## config.mk

```make
export PLATFORM = sky130hd
export DESIGN_NAME = i2c_slave_responder
export DESIGN_NICKNAME = d
export VERILOG_FILES = /design/src/rtl/i2c_slave_responder.sv
export SDC_FILE = /design/constraint.sdc
export NUM_CORES = 1
export LEC_CHECK = 0
export ABC_CLOCK_PERIOD_IN_PS = 5100
export CORE_AREA = 4 4 64 66
export CTS_CLUSTER_DIAMETER = 120
export DETAILED_ROUTE_END_ITERATION = 16
export DIE_AREA = 0 0 68 70
export PLACE_DENSITY_LB_ADDON = 0.15
export SLEW_MARGIN = 20
export SYNTH_ARGS = -nofsm -noshare
export SYNTH_HDL_FRONTEND = slang
export SYNTH_SLANG_ARGS = --single-unit
```

## constraint.sdc

```tcl
create_clock -name clk -period 5.1 [get_ports clk]
set_clock_uncertainty 0.1 [all_clocks]
set_input_delay 0.765 -clock clk [delete_from_list [all_inputs] [get_ports clk]]
set_output_delay 0.765 -clock clk [all_outputs]
set_load 0.03 [all_outputs]
```

## src/rtl/i2c_slave_responder.sv

```systemverilog
// I2C target at SLAVE_ADDR: oversampled SCL/SDA, open-drain SDA, single/multi-byte reads and writes.
// Bus events act 3 clk after the pin change; no flow control beyond I2C ACK/NACK.
module i2c_slave_responder #(
  parameter logic [6:0] SLAVE_ADDR = 7'h20
) (
  input  logic       clk,
  input  logic       reset,
  input  logic       scl_in,
  input  logic       sda_in,
  output logic       sda_oe,
  input  logic [7:0] tx_data,
  output logic       tx_load,
  output logic [7:0] rx_data,
  output logic       rx_valid,
  output logic       busy
);

  typedef enum logic [2:0] {
    IDLE, ADDR, ADDR_ACK, WRITE, WRITE_ACK, READ, READ_ACK, WAIT_STOP
  } state_t;

  state_t     state;
  logic [1:0] scl_sync, sda_sync;
  logic       scl_d, sda_d;
  logic [7:0] shreg;
  logic [2:0] cnt;
  logic       rw;
  logic       ack_phase;

  logic scl, sda;
  logic start_ev, stop_ev, scl_rise, scl_fall;

  assign scl      = scl_sync[1];
  assign sda      = sda_sync[1];
  assign start_ev = scl & scl_d & sda_d & ~sda;
  assign stop_ev  = scl & scl_d & ~sda_d & sda;
  assign scl_rise = scl & ~scl_d;
  assign scl_fall = ~scl & scl_d;

  always_ff @(posedge clk) begin
    if (reset) begin
      scl_sync  <= 2'b11;
      sda_sync  <= 2'b11;
      scl_d     <= 1'b1;
      sda_d     <= 1'b1;
      state     <= IDLE;
      sda_oe    <= 1'b0;
      tx_load   <= 1'b0;
      rx_data   <= 8'h00;
      rx_valid  <= 1'b0;
      busy      <= 1'b0;
      shreg     <= 8'h00;
      cnt       <= 3'd0;
      rw        <= 1'b0;
      ack_phase <= 1'b0;
    end else begin
      scl_sync <= {scl_sync[0], scl_in};
      sda_sync <= {sda_sync[0], sda_in};
      scl_d    <= scl;
      sda_d    <= sda;
      tx_load  <= 1'b0;
      rx_valid <= 1'b0;

      if (stop_ev) begin
        state  <= IDLE;
        sda_oe <= 1'b0;
        busy   <= 1'b0;
      end else if (start_ev) begin
        state  <= ADDR;
        cnt    <= 3'd0;
        sda_oe <= 1'b0;
      end else begin
        case (state)
          IDLE: sda_oe <= 1'b0;

          ADDR: if (scl_rise) begin
            shreg <= {shreg[6:0], sda};
            cnt   <= cnt + 3'd1;
            if (cnt == 3'd7) begin
              // shreg[6:0] holds the seven address bits; sda is R/W
              if (shreg[6:0] == SLAVE_ADDR) begin
                state     <= ADDR_ACK;
                busy      <= 1'b1;
                rw        <= sda;
                ack_phase <= 1'b0;
              end else begin
                state <= IDLE;
                busy  <= 1'b0;
              end
            end
          end

          ADDR_ACK: if (scl_fall) begin
            if (!ack_phase) begin
              sda_oe    <= 1'b1;
              ack_phase <= 1'b1;
            end else begin
              ack_phase <= 1'b0;
              cnt       <= 3'd0;
              if (rw) begin
                tx_load <= 1'b1;
                shreg   <= {tx_data[6:0], 1'b0};
                sda_oe  <= ~tx_data[7];
                state   <= READ;
              end else begin
                sda_oe <= 1'b0;
                state  <= WRITE;
              end
            end
          end

          WRITE: if (scl_rise) begin
            shreg <= {shreg[6:0], sda};
            cnt   <= cnt + 3'd1;
            if (cnt == 3'd7) begin
              rx_data   <= {shreg[6:0], sda};
              rx_valid  <= 1'b1;
              ack_phase <= 1'b0;
              state     <= WRITE_ACK;
            end
          end

          WRITE_ACK: if (scl_fall) begin
            if (!ack_phase) begin
              sda_oe    <= 1'b1;
              ack_phase <= 1'b1;
            end else begin
              sda_oe    <= 1'b0;
              ack_phase <= 1'b0;
              cnt       <= 3'd0;
              state     <= WRITE;
            end
          end

          // shreg[7] always holds the next bit to present
          READ: if (scl_fall) begin
            if (cnt == 3'd7) begin
              sda_oe    <= 1'b0;
              ack_phase <= 1'b0;
              state     <= READ_ACK;
            end else begin
              sda_oe <= ~shreg[7];
              shreg  <= {shreg[6:0], 1'b0};
              cnt    <= cnt + 3'd1;
            end
          end

          READ_ACK: begin
            if (scl_rise && !ack_phase) begin
              if (sda) begin
                state  <= WAIT_STOP;
                sda_oe <= 1'b0;
                busy   <= 1'b0;
              end else begin
                ack_phase <= 1'b1;
              end
            end else if (scl_fall && ack_phase) begin
              tx_load   <= 1'b1;
              shreg     <= {tx_data[6:0], 1'b0};
              sda_oe    <= ~tx_data[7];
              cnt       <= 3'd0;
              ack_phase <= 1'b0;
              state     <= READ;
            end
          end

          WAIT_STOP: sda_oe <= 1'b0;

          default: begin
            state  <= IDLE;
            sda_oe <= 1'b0;
          end
        endcase
      end
    end
  end

endmodule

```

**Run 1: clock nets**

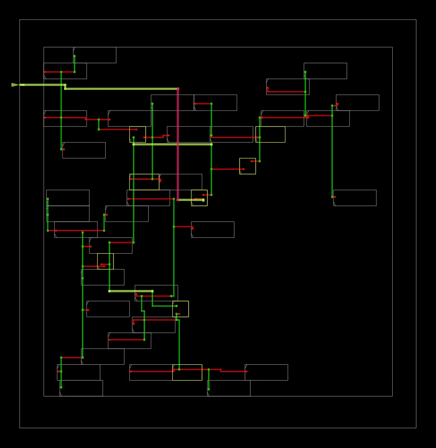
clock tree buffer count of the final layout: 8
clk sink count: 34

**Run 1: clock distribution**

The bar under the picture is 20 um long.
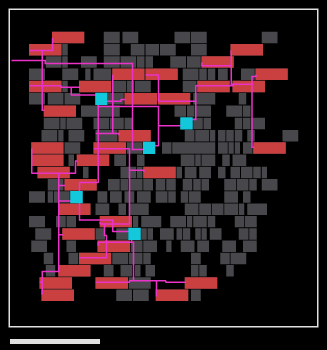
clock wires -> magenta  # length 409 um
flip-flops -> red  # count 34
clock-net drivers -> cyan  # count 5
flops lie = all over the die

**Run 1: where the registers sit**

The bar under the picture is 20 um long.
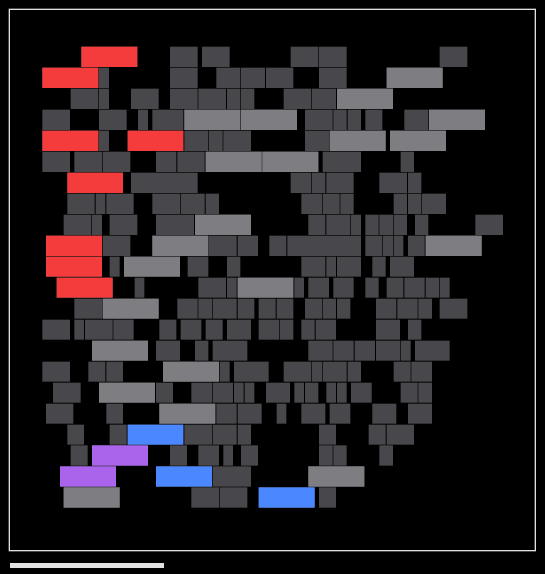
`scl_sync` -> purple  # flops 2
`cnt` -> blue  # flops 3
`rx_data` -> red  # flops 8
not coloured = 21
storage element area: 681 um^2
final core utilization: 60.4%
power in sequential cells: 0.281 mW
fraction of area in registers: 31.5%

==> Flow_metrics.wiki, run 1 <==
== Implementation results ==
{| class="wikitable"
! Metric !! Value
|-
| Run status || finished clean
|-
| Mean instance size in the synthesized netlist || 9.06 um^2
|-
| Clk latency late pin || 330 ps
|-
| Count of maximum capacitance violations || 0
|-
| Post-layout min period || 3490 ps
|-
| Fin. max-slew vios || 0
|-
| Max clock buf depth || 2
|-
| Setup slack after layout || 1610 ps
|-
| Cell total in the yosys stat output || 208
|-
| Top cell type by total area after synthesis || dfxtp_1
|-
| Log Warnings || 26
|-
| Die Footprint || 4760 um^2
|-
| TritonRoute pass-1 iters || 5
|-
| Yosys synthesis chip area || 1880 um^2
|-
| Maximum number of pins on one net before global-route repair || 32
|-
| Share of flip-flops with an asynchronous set or reset after synthesis || 0%
|-
| Share of synthesized area occupied by flip-flops and latches || 36.1%
|-
| Worst-case headroom to the max-slew limit || 32.6%
|-
| Maximum fanout encountered on the critical timing path || 29
|-
| Final count of hold timing violations || 0
|-
| Worst vdd ir || 0.000165 V
|-
| Antenna violations before repair || 0
|-
| Biggest area contributors in the synthesized netlist || dfxtp_1, mux2i_1, a21oi_1, a311oi_1, nor2_1
|-
| Routed wire length per instance || 16.0 um
|-
| PD cells || 238 nW/um^2
|-
| Fraction of layout instances using a drive strength above 1 || 10.7%
|-
| Mean number of vias per cell || 6.15
|-
| Number of enable-type register cells in the synthesized netlist || 0
|-
| Library cells used by synthesis || 53
|-
| TritonCTS clock tree || done
|-
| Die height || 70 um
|-
| Post-route DRC || 0
|-
| Die outline width || 68 um
|-
| Post-synth top cells || dfxtp_1, a21oi_1, mux2i_1
|-
| Cell Count, Final, Fillers Out || 272
|-
| Antenna viol nets, final || 0
|-
| Area fraction of the dominant cell type after synthesis || 36.1%
|-
| Master of the slowest instance on the critical path || dfxtp_1
|-
| # Post-CTS Setup Buffers || 0
|-
| Kind of capture point of the worst setup path || flip-flop
|-
| Post-synthesis to final-layout area growth || 14.7%
|-
| Antenna cell count || 0
|-
| CP dominant cell by count || a311oi_1
|-
| Setup-violating endpoint count in the final report || 0
|-
| Main flop type || dfxtp_1
|-
| Number of hold buffers added after CTS || 0
|-
| Cell Rows || 22
|-
| Worst-Margin Slew || 1010 ps
|-
| Summed instance area of the synthesized netlist || 1880 um^2
|-
| Post-Syn Instances || 208
|-
| Buffers & Inverters on Critical Path || 0
|-
| Critical-path cell list || a21boi_1, a311oi_1, a311oi_4, a21oi_1, a311oi_1
|-
| Worst endpoint required time || 5210 ps
|-
| Post-place setup slack || 1830 ps
|-
| Via count || 1,674
|-
| Global-route wire length before repair || 7.33 mm
|-
| Post-route design area || 2160 um^2
|-
| Maximum cell stage delay along the critical path || 960 ps
|-
| Number of top-level design ports || 24
|-
| Flip-flop and latch count after synthesis || 34
|-
| Hold Crit Class || flip-flop to flip-flop
|-
| Arrival time of data at the critical path endpoint || 3600 ps
|-
| Final Hold Slack || 320 ps
|-
| Final Wtd Congestion || 0.894
|-
| DRC marker count from the first detailed-route iteration || 148
|-
| Number of levels the H-tree was split into || 2
|-
| Clock Tree Root || clkbuf_4
|-
| Top cell family by delay on the critical path || AND-OR/OR-AND gates
|-
| Count of filler cells inserted in the layout || 328
|-
| CTS Buf Count || 5
|-
| Placed inst area || 2080 um^2
|-
| Number of warning messages in the yosys log || 0
|-
| Core utilization at floorplan || 52.7%
|-
| Setup repair after global routing missed its margin || no
|-
| Maximum operating frequency || 287 MHz
|-
| Placed Instances || 264
|-
| Total GRT Usage || 19.5%
|-
| Placeable core area || 3580 um^2
|-
| Clock-pin slew on the worst setup and hold paths || 110 ps
|-
| Net count of the mapped netlist || 222
|-
| Resized cells post-CTS || 0
|-
| Critical setup path kind || flip-flop to flip-flop
|-
| Kind of start point of the critical path || flip-flop
|-
| Detailed Place HPWL || 3.06 mm
|-
| Count of input and output buffers || 23
|-
| Layout net count || 237
|-
| Final period util || 68.4%
|-
| Via count of the first global-routing pass || 1,595
|-
| Accumulated negative setup slack || 0 ps
|-
| Leftover overflow at the end of global routing || 0
|-
| Cell with the most instances after synthesis || dfxtp_1
|-
| Static leakage || 0.723 nW
|-
| Post-Route WL || 4.35 mm
|}
## run 1: cell usage in the layout (no fill, tap or decap), drive strengths merged, types with 2 or more instances in the layout
master,netlist,layout
dfxtp,34,34
nor3b,3,3
and3b,2,2
o21ai,10,10
clkdlybuf4s50,0,23
a21oi,18,18
a311oi,10,10
o31ai,2,2
nor3,4,4
o211ai,7,7
nor2b,6,6
a21o,2,2
ha,2,2
nand3,4,4
inv,2,2
nand3b,2,2
mux2i,17,17
or2,8,8
nor2,14,14
nand4b,2,2
nand2,10,10
clkbuf,4,8
nand2b,7,7
o2111ai,5,5
o21bai,2,2
## run 1: sequential cells by signal, summed over array words and instances (netlist names)
register   count
sda_sync       2
cnt            3
rx_valid       1
busy           1
shreg          8
sda_oe         1
state          3
rw             1
ack_phase      1
scl_d          1
tx_load        1
scl_sync       2
sda_d          1
rx_data        8
## run 1: worst reg2reg max path, delay by kind of cell, from the launching register on
family          cells  cell delay, ps
compound gates      5            2290
flops               1             960
## run 1: worst paths after layout
check / to / from / depth (start not counted) / slack, ps
worst max-delay path: shreg[6] / state[0] / 5 / 1610
worst min register to register: scl_sync[1] / scl_sync[0] / 1 / 320
worst min-delay path: scl_sync[1] / scl_sync[0] / 1 / 320
worst max register to register: shreg[6] / state[0] / 5 / 1610
## run 1: stage by stage
stage | power [mW] | utilization, %
final | 0.514 | 60.4
after global routing | 0.540 | 60.4
after CTS | 0.519 | 60.3
after detailed placement | 0.337 | 58.1
after global placement | 0.335 | 58.1
after floorplan | 0.322 | -
## run 1: cells by family after synthesis
group / Yosys count / synth area share (%)
adders and majority gates: 2 / 1.33
muxes: 17 / 9.03
DFF: 34 / 36.1
xor gates and xnor gates: 1 / 0.465
buffers and inverters: 18 / 5.84
and+or+nand+nor: 72 / 22.8
AOI/OAI and AO/OA: 64 / 24.4
## run 1: where the power goes
| part | switching [mW] | total (mW) | internal [mW] | leakage (nW) |
|---|---|---|---|---|
| clock | 0.0875 | 0.182 | 0.0942 | 0.0446 |
| combinational | 0.0252 | 0.0510 | 0.0257 | 0.403 |
| sequential | 0.00941 | 0.281 | 0.272 | 0.276 |
| total | 0.122 | 0.514 | 0.392 | 0.723 |
## run 1: per-layer routing
metal	global-route usage [%]	share of wire (%)	vias to the layer above
met2	28.7	48	79
met5	0	0	-
met3	5.31	6.8	10
met4	8.39	1.4	0
li1	-	-	808
met1	26.2	44	777
## run 1: area by class of cell
class	instances	area [um^2]	area share, %
timing repair buffer	24	238	11.0
multi-input combinational	156	1100	50.8
clock buffer	8	78.8	3.65
inverter	2	7.51	0.347
tap	48	60.1	2.78
sequential	34	681	31.5
## Run 2: what changed since run 1
--- a/config.mk
+++ b/config.mk
@@ -5,11 +5,11 @@
 export SDC_FILE = /design/constraint.sdc
 export NUM_CORES = 1
 export LEC_CHECK = 0
-export ABC_CLOCK_PERIOD_IN_PS = 5100
-export CORE_AREA = 4 4 64 66
+export ABC_CLOCK_PERIOD_IN_PS = 2850
+export CORE_AREA = 4 4 68 70
 export CTS_CLUSTER_DIAMETER = 120
 export DETAILED_ROUTE_END_ITERATION = 16
-export DIE_AREA = 0 0 68 70
+export DIE_AREA = 0 0 72 74
 export PLACE_DENSITY_LB_ADDON = 0.15
 export SLEW_MARGIN = 20
 export SYNTH_ARGS = -nofsm -noshare
==> constraint.sdc (replaced) <==
create_clock -name clk -period 2.85 [get_ports clk]
set_clock_uncertainty 0.1 [all_clocks]
set_input_delay 0.4275 -clock clk [delete_from_list [all_inputs] [get_ports clk]]
set_output_delay 0.4275 -clock clk [all_outputs]
set_load 0.03 [all_outputs]
==> Flow_metrics.wiki, run 2 <==
== Implementation results ==
{| class="wikitable"
! Metric !! Value
|-
| Run status || finished clean
|-
| Area fraction of the dominant cell type after synthesis || 36.1% (unchanged)
|-
| Top cell excl fill/tap || dfxtp_1
|-
| Fraction of layout instances using a drive strength above 1 || 12.6% (+1.9 points)
|-
| Post-synthesis to final-layout area growth || 18.9%
|-
| Layout net count || 243 (+2.5%)
|-
| Post-place setup slack || 321 ps (-1510 ps)
|-
| Log Warnings || 26 (unchanged)
|-
| TritonCTS clock tree || done
|-
| Top cell family by delay on the critical path || AND-OR/OR-AND gates
|-
| Maximum number of pins on one net before global-route repair || 20 (-38%)
|-
| Total GRT Usage || 18.6% (-0.86 points)
|-
| Maximum fanout encountered on the critical timing path || 19 (-34%)
|-
| Resized cells post-CTS || 0 (unchanged)
|-
| Final Wtd Congestion || 0.952 (+6.5%)
|-
| Net count of the mapped netlist || 222 (unchanged)
|-
| Count of filler cells inserted in the layout || 376 (+15%)
|-
| Worst vdd ir || 0.000354 V (+110%)
|-
| Post-synth top cells || dfxtp_1, a21oi_1, mux2i_1
|-
| Maximum cell stage delay along the critical path || 760 ps (-200 ps)
|-
| # Post-CTS Setup Buffers || 0 (unchanged)
|-
| Fin. max-slew vios || 0 (unchanged)
|-
| Post-Syn Instances || 208 (unchanged)
|-
| Top cell type by total area after synthesis || dfxtp_1
|-
| Maximum operating frequency || 413 MHz (+44%)
|-
| Yosys synthesis chip area || 1880 um^2 (unchanged)
|-
| Share of synthesized area occupied by flip-flops and latches || 36.1% (unchanged)
|-
| Mean number of vias per cell || 5.99 (-2.6%)
|-
| Routed wire length per instance || 17.1 um (+6.7%)
|-
| Antenna viol nets, final || 0 (unchanged)
|-
| Arrival time of data at the critical path endpoint || 2510 ps (-1090 ps)
|-
| Clk sink count || 34 (unchanged)
|-
| Kind of start point of the critical path || flip-flop
|-
| Final count of hold timing violations || 0 (unchanged)
|-
| Cell total in the yosys stat output || 208 (unchanged)
|-
| Critical-path cell list || a21boi_1, a311oi_1, a311oi_4, a21oi_1, a311oi_1
|-
| PD cells || 466 nW/um^2 (+96%)
|-
| Worst endpoint required time || 2940 ps (-2270 ps)
|-
| Cell Rows || 23 (+4.5%)
|-
| Post-layout min period || 2420 ps (-1070 ps)
|-
| Number of warning messages in the yosys log || 0 (unchanged)
|-
| Post-route DRC || 0 (unchanged)
|-
| Main flop type || dfxtp_1
|-
| Max clock buf depth || 2 (unchanged)
|-
| Number of enable-type register cells in the synthesized netlist || 0 (unchanged)
|-
| Biggest area contributors in the synthesized netlist || dfxtp_1, mux2i_1, a21oi_1, a311oi_1, nor2_1
|-
| Buffers & Inverters on Critical Path || 0 (unchanged)
|-
| Die Footprint || 5330 um^2 (+12%)
|-
| Static leakage || 0.762 nW (+5.4%)
|-
| Placeable core area || 3970 um^2 (+11%)
|-
| Number of top-level design ports || 24 (unchanged)
|-
| Die height || 74 um (+5.7%)
|-
| Clock Tree Root || clkbuf_8
|-
| Detailed Place HPWL || 3.49 mm (+14%)
|-
| Cell with the most instances after synthesis || dfxtp_1
|-
| Setup slack after layout || 428 ps (-1180 ps)
|-
| Setup-violating endpoint count in the final report || 0 (unchanged)
|-
| Final period util || 85.0% (+17 points)
|-
| Die outline width || 72 um (+5.9%)
|-
| Accumulated negative setup slack || 0 ps (unchanged)
|-
| Number of levels the H-tree was split into || 2 (unchanged)
|-
| Hold Crit Class || flip-flop to flip-flop
|-
| Antenna cell count || 0 (unchanged)
|-
| CTS Buf Count || 5 (unchanged)
|-
| Library cells used by synthesis || 53 (unchanged)
|-
| Via count of the first global-routing pass || 1,582 (-0.82%)
|-
| Core utilization at floorplan || 47.4% (-5.2 points)
|-
| Worst-case headroom to the max-slew limit || 55.1% (+23 points)
|-
| Global-route wire length before repair || 7.73 mm (+5.4%)
|-
| Mean instance size in the synthesized netlist || 9.06 um^2 (unchanged)
|-
| CP dominant cell by count || a311oi_1
|-
| Count of maximum capacitance violations || 0 (unchanged)
|-
| Summed instance area of the synthesized netlist || 1880 um^2 (unchanged)
|-
| Share of flip-flops with an asynchronous set or reset after synthesis || 0% (unchanged)
|-
| Flip-flop and latch count after synthesis || 34 (unchanged)
|-
| Count of input and output buffers || 23 (unchanged)
|-
| Kind of capture point of the worst setup path || flip-flop
|-
| Post-route design area || 2240 um^2 (+3.6%)
|-
| Placed inst area || 2130 um^2 (+2.3%)
|-
| TritonRoute pass-1 iters || 4 (-1)
|-
| Top Layout Cells || dfxtp_1, clkdlybuf4s50_1, mux2i_1, a21oi_1, nor2_1
|-
| Critical setup path kind || flip-flop to flip-flop
|-
| Leftover overflow at the end of global routing || 0 (unchanged)
|-
| Number of hold buffers added after CTS || 0 (unchanged)
|-
| Worst-Margin Slew || 673 ps (-336 ps)
|-
| Setup repair after global routing missed its margin || no
|-
| Antenna violations before repair || 0 (unchanged)
|-
| DRC marker count from the first detailed-route iteration || 102 (-31%)
|-
| Master of the slowest instance on the critical path || dfxtp_1
|-
| Biggest regs || rx_data: 8 flops, shreg: 8 flops
|-
| Clock-pin slew on the worst setup and hold paths || 80 ps (-30 ps)
|}
[run 2: cell count changes in the layout (fill, tap and decap cells not counted)]
cell / delta
clkbuf_8: +2
clkbuf_4: -5
clkinvlp_4: +1
clkbuf_1: +1
buf_4: +6
bufinv_16: +1
[run 2: layout make-up]
cell class                 instances  area, um^2  area share, %
inverter                           2        7.51          0.335
clock inverter                     2        37.5           1.68
tap                               50        62.6           2.79
multi-input combinational        156        1100           49.0
sequential                        34         681           30.4
timing repair buffer              30         283           12.6
clock buffer                       6        72.6           3.24
[run 2: power breakdown]
part | total (mW) | internal (mW) | switching [mW]
logic | 0.0956 | 0.0482 | 0.0474
clock network | 0.446 | 0.261 | 0.185
registers | 0.503 | 0.486 | 0.0166
[run 2: worst paths after layout]
check               from     endpoint  slack, ps  depth (start not counted)
max             state[0]     shreg[3]        430                          5
min          sda_sync[0]  sda_sync[1]        310                          1
max reg2reg     state[0]     shreg[3]        430                          5
min reg2reg  sda_sync[0]  sda_sync[1]        310                          1
[run 2: logic make-up after synthesis]
family	synth area share (%)
AND/OR/NAND/NOR	22.8
buffers and inverters	5.84
multiplexers	9.03
XOR/XNOR	0.465
AND-OR/OR-AND	24.4
adder cells (fa/ha/maj)	1.33
flip-flops	36.1
[run 2: per-stage QoR]
stage | std cells | hold WS, ps | util, % | power [mW]
6_report | 280 | 313 | 56.4 | 1.04
3_3_place_gp | 272 | 299 | 53.6 | 0.604
5_1_grt | 280 | 325 | 56.4 | 1.08
3_5_place_dp | 272 | 294 | 53.6 | 0.608
4_1_cts | 280 | 315 | 56.3 | 1.05
2_1_floorplan | 208 | 289 | - | 0.577
[run 2: layer usage]
layer  wire length [um]  global-route usage, %  up-vias  part of all wire, %
met5                  0                      0        -                    0
met4                 38                   4.59        0                 0.80
met3                259                   4.86        4                  5.4
met2               2240                   30.4       55                   47
met1               2240                   24.8      796                   47
li1                   -                      -      823                    -
**Run 2: routed metal, one colour a layer**

The bar under the picture is 20 um long. Only two layers are drawn.
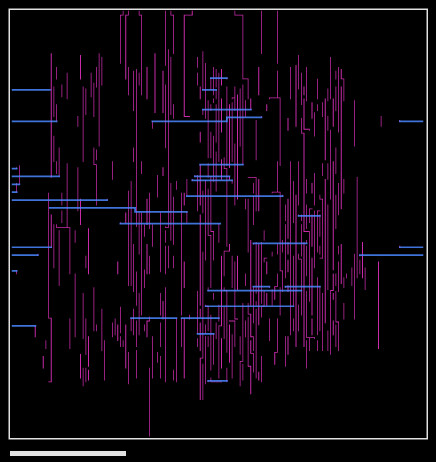
M2 -> magenta  # wire length 2,240 um
M3 -> blue  # wire length 260 um
via count: 1,678
Post-Route WL: 4.78 mm

**Run 2: clock distribution**

The bar under the picture is 20 um long.
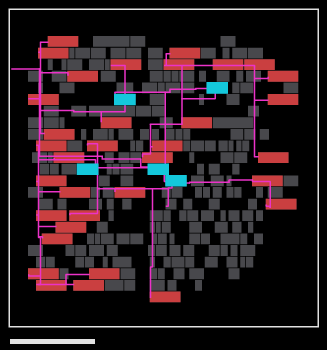
flip-flops -> red  # count 34
clock wires -> magenta  # length 478 um
clock-net drivers -> cyan  # count 5
routed clock nets = 6
flops lie = all over the die
clk latency late pin: 290 ps
power in the clock group: 0.446 mW
share of total power in the clock network: 42.7%

## Run 3: what changed since run 2
--- a/config.mk
+++ b/config.mk
@@ -5,7 +5,7 @@
 export SDC_FILE = /design/constraint.sdc
 export NUM_CORES = 1
 export LEC_CHECK = 0
-export ABC_CLOCK_PERIOD_IN_PS = 2850
+export ABC_CLOCK_PERIOD_IN_PS = 2200
 export CORE_AREA = 4 4 68 70
 export CTS_CLUSTER_DIAMETER = 120
 export DETAILED_ROUTE_END_ITERATION = 16
==> constraint.sdc (replaced) <==
create_clock -name clk -period 2.2 [get_ports clk]
set_clock_uncertainty 0.1 [all_clocks]
set_input_delay 0.33 -clock clk [delete_from_list [all_inputs] [get_ports clk]]
set_output_delay 0.33 -clock clk [all_outputs]
set_load 0.03 [all_outputs]
==> Flow_metrics.wiki, run 3 <==
== Implementation results ==
{| class="wikitable"
! Metric !! Value
|-
| Antenna viol nets, final || 0 (unchanged)
|-
| Post-route DRC || 0 (unchanged)
|-
| Detailed Place HPWL || 3.53 mm (+1.0%)
|-
| Kind of capture point of the worst setup path || flip-flop
|-
| TritonCTS clock tree || done
|-
| Wire length on met1 || 2.18 mm (-2.8%)
|-
| Share of flip-flops with an asynchronous set or reset after synthesis || 0% (unchanged)
|-
| Die Footprint || 5330 um^2 (unchanged)
|-
| Placeable core area || 3970 um^2 (unchanged)
|-
| Top cell excl fill/tap || dfxtp_1
|-
| Antenna violations before repair || 0 (unchanged)
|-
| Via count || 1,722 (+2.6%)
|-
| Die height || 74 um (unchanged)
|-
| Worst endpoint required time || 2310 ps (-630 ps)
|-
| Via count of the first global-routing pass || 1,695 (+7.1%)
|-
| Post-Syn Instances || 208 (unchanged)
|-
| Max layer used || met4
|-
| Setup repair after global routing missed its margin || no
|-
| Antenna cell count || 0 (unchanged)
|-
| Clock Tree Root || clkbuf_8
|-
| Setup-violating endpoint count in the final report || 0 (unchanged)
|-
| Clk sink count || 34 (unchanged)
|-
| Library cells used by synthesis || 53 (unchanged)
|-
| Detailed route wirelength on metal2 || 2.13 mm (-5.0%)
|-
| Worst-Margin Slew || 445 ps (-228 ps)
|-
| Log Warnings || 26 (unchanged)
|-
| Number of top-level design ports || 24 (unchanged)
|-
| Top Layout Cells || dfxtp_1, clkdlybuf4s50_1, a21oi_1, mux2i_1, buf_4
|-
| Arrival time of data at the critical path endpoint || 2160 ps (-350 ps)
|-
| Flip-flop and latch count after synthesis || 34 (unchanged)
|-
| Count of input and output buffers || 23 (unchanged)
|-
| Post-layout min period || 2050 ps (-374 ps)
|-
| Net count of the mapped netlist || 222 (unchanged)
|-
| Leftover overflow at the end of global routing || 0 (unchanged)
|-
| Share of synthesized area occupied by flip-flops and latches || 36.1% (unchanged)
|-
| Biggest area contributors in the synthesized netlist || dfxtp_1, mux2i_1, a21oi_1, a311oi_1, nor2_1
|-
| Sum of met3 wire segment lengths after detailed routing || 290 um (+12%)
|-
| Accumulated negative setup slack || 0 ps (unchanged)
|-
| Final period util || 93.1% (+8.1 points)
|-
| Critical setup path kind || flip-flop to flip-flop
|-
| Main flop type || dfxtp_1
|-
| Final Wtd Congestion || 0.974 (+2.2%)
|-
| Post-synth top cells || dfxtp_1, a21oi_1, mux2i_1
|-
| Global-route wire length before repair || 7.96 mm (+3.0%)
|-
| Worst reg-to-reg path cell count || 5 (unchanged)
|-
| End of the worst register-to-register path || ack_phase
|-
| Summed instance area of the synthesized netlist || 1880 um^2 (unchanged)
|-
| Worst-case headroom to the max-slew limit || 70.1% (+15 points)
|-
| Max clock buf depth || 2 (unchanged)
|-
| Cell Rows || 23 (unchanged)
|-
| Routed wire length per instance || 16.2 um (-5.2%)
|-
| Cell with the most instances after synthesis || dfxtp_1
|-
| Worst reg2reg setup slack || 150 ps (-280 ps)
|-
| Fraction of layout instances using a drive strength above 1 || 16.7% (+4.1 points)
|-
| Biggest regs || rx_data: 8 flops, shreg: 8 flops
|-
| Maximum operating frequency || 488 MHz (+18%)
|-
| Kind of start point of the critical path || flip-flop
|-
| Die outline width || 72 um (unchanged)
|-
| Clock-pin slew on the worst setup and hold paths || 70 ps (about the same)
|-
| Number of warning messages in the yosys log || 0 (unchanged)
|-
| Buffers & Inverters on Critical Path || 0 (unchanged)
|-
| Hold Crit Class || flip-flop to flip-flop
|-
| Maximum fanout encountered on the critical timing path || 4 (-15)
|-
| Maximum cell stage delay along the critical path || 550 ps (-210 ps)
|-
| Master of the slowest instance on the critical path || or4_4
|-
| PD cells || 538 nW/um^2 (+15%)
|-
| Final count of hold timing violations || 0 (unchanged)
|-
| Post-synthesis to final-layout area growth || 21.6%
|-
| Number of enable-type register cells in the synthesized netlist || 0 (unchanged)
|-
| Critical-path cell list || or4_4, nor4b_4, o2111ai_1, or3_1, a21oi_1
|-
| Number of levels the H-tree was split into || 2 (unchanged)
|-
| Crit. path cell count || 5 (unchanged)
|-
| Area fraction of the dominant cell type after synthesis || 36.1% (unchanged)
|-
| Mean number of vias per cell || 5.94 (-0.92%)
|-
| Layout net count || 253 (+4.1%)
|-
| Worst vdd ir || 0.000409 V (+15%)
|-
| Maximum number of pins on one net before global-route repair || 23 (+15%)
|-
| Yosys synthesis chip area || 1880 um^2 (unchanged)
|-
| Mean instance size in the synthesized netlist || 9.06 um^2 (unchanged)
|-
| Run status || finished clean
|-
| Total GRT Usage || 19.0% (+0.42 points)
|-
| Core utilization at floorplan || 47.4% (unchanged)
|-
| Cell total in the yosys stat output || 208 (unchanged)
|-
| Fin. max-slew vios || 0 (unchanged)
|-
| Clk latency late pin || 290 ps (about the same)
|-
| Top cell family by delay on the critical path || simple AND/OR/NAND/NOR gates
|-
| Critical path startpoint || shreg[2]
|-
| Top cell type by total area after synthesis || dfxtp_1
|-
| Count of maximum capacitance violations || 0 (unchanged)
|-
| Post-Route WL || 4.69 mm (-1.8%)
|-
| TritonRoute pass-1 iters || 4 (unchanged)
|-
| DRC marker count from the first detailed-route iteration || 222 (+120%)
|-
| Final Hold Slack || 316 ps (+3.51 ps)
|-
| Static leakage || 0.807 nW (+5.9%)
|-
| Startpoint of the worst register-to-register path || shreg[2]
|-
| CTS Buf Count || 5 (unchanged)
|-
| Worst setup path endpoint || ack_phase
|}
[run 3: cell counts after synthesis]
No cell type changed its count.
[run 3: per-layer routing]
layer | vias to the layer above | track usage, %
li1 | 845 | -
met1 | 812 | 25.7
met2 | 53 | 29.2
met3 | 12 | 5.41
met4 | 0 | 6.89
met5 | - | 0
[run 3: layout make-up]
class	count	area (um^2)
multi-input combinational	156	1090
inverter	2	7.51
sequential	34	683
clock buffer	6	72.6
tap	50	62.6
fill	365	1680
clock inverter	2	13.8
timing repair buffer	40	358
[run 3: worst register-to-register path, cell delays in order, from the launching register on]
cell and delay [ps]:
dfxtp_1 350, or4_4 550, nor4b_4 260, o2111ai_1 200, or3_1 390, a21oi_1 120
[run 3: kinds of logic after synthesis]
family,synth area share (%)
xor gates and xnor gates,0.465
adders and majority gates,1.33
muxes,9.03
AOI/OAI and AO/OA,24.4
DFF,36.1
buffers and inverters,5.84
and+or+nand+nor,22.8
[run 3: where the power goes]
group | switching, mW | total (mW) | internal [mW]
Clock | 0.228 | 0.451 | 0.223
Combinational | 0.0655 | 0.134 | 0.0685
Sequential | 0.0175 | 0.648 | 0.630
[run 3: repair_timing]
item / CTS / global route
setup endpoints to repair: 0 / 7
gates resized: 0 / 2
hold buffers: 0 / 0
setup buffers: 0 / 0
[run 3: worst min path at each step]
stage,start,endpoint,cells after the start
floorplan,scl_sync[0],scl_sync[1],1
global placement,scl_sync[0],scl_sync[1],1
detailed placement,scl_sync[0],scl_sync[1],1
CTS,scl_sync[0],scl_sync[1],1
global route,sda_sync[0],sda_sync[1],1
finish,scl_sync[0],scl_sync[1],1
[run 3: through the flow]
| step | power [mW] | util [%] | cell area [um^2] | instances | setup slack (ps) |
|---|---|---|---|---|---|
| after floorplan | 0.747 | - | 1880 | 208 | 228 |
| after global placement | 0.792 | 55.5 | 2200 | 282 | 183 |
| after detailed placement | 0.795 | 55.5 | 2200 | 282 | 92.5 |
| after CTS | 1.25 | 57.6 | 2290 | 290 | 71.8 |
| after global routing | 1.29 | 57.7 | 2290 | 290 | 60.8 |
| final | 1.23 | 57.7 | 2290 | 290 | 152 |
**Run 3: where the registers sit**

The bar under the picture is 20 um long.
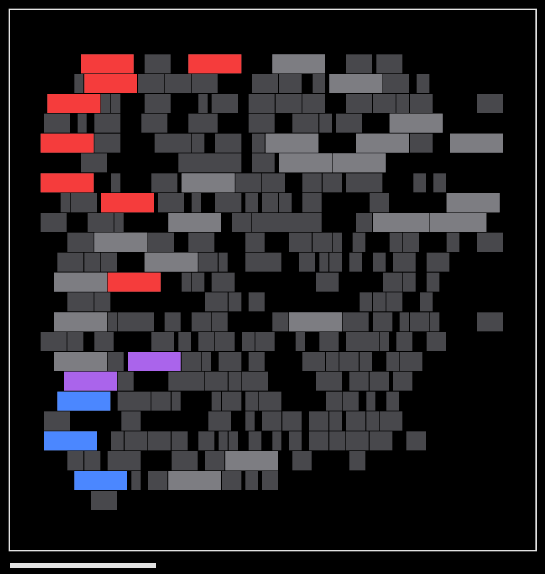
`rx_data` -> red  # flops 8, where north-west
`cnt` -> blue  # flops 3
`scl_sync` -> purple  # flops 2
not coloured = 21
power in sequential cells: 0.648 mW
storage element area: 683 um^2
final core utilization: 57.7%
fraction of area in registers: 29.8%

**Run 3: routed metal, one colour a layer**

The bar under the picture is 20 um long. Only two layers are drawn.
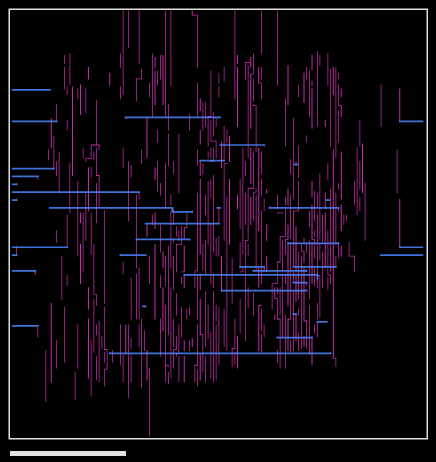
M3 -> blue  # wire length 291 um
M2 -> magenta  # wire length 2,130 um


==> screenshots <==
Cell classes on the final placement.
Fill, decap, tap and diode cells in grey.
image #1
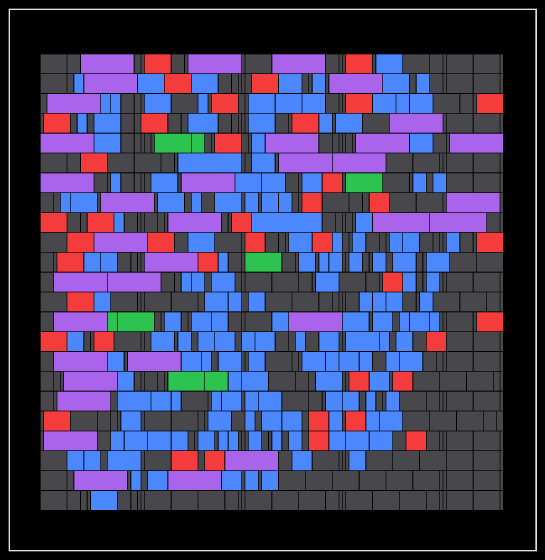
image #2
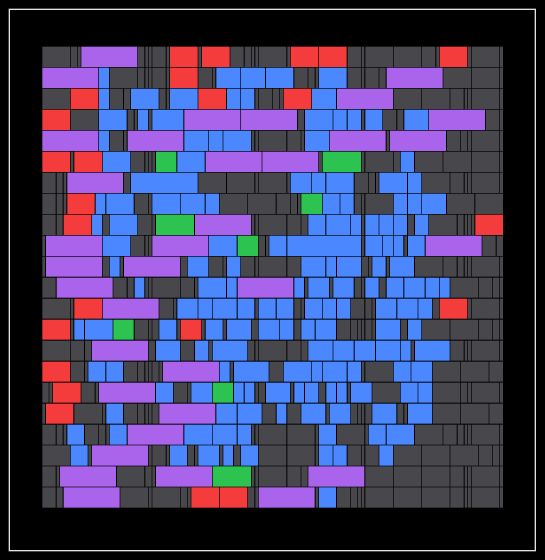
| from | picture |
|---|---|
| run 3 | image #1 |
| run 1 | image #2 |

Power figures rest on the tool's default switching activity, not on a simulated workload.
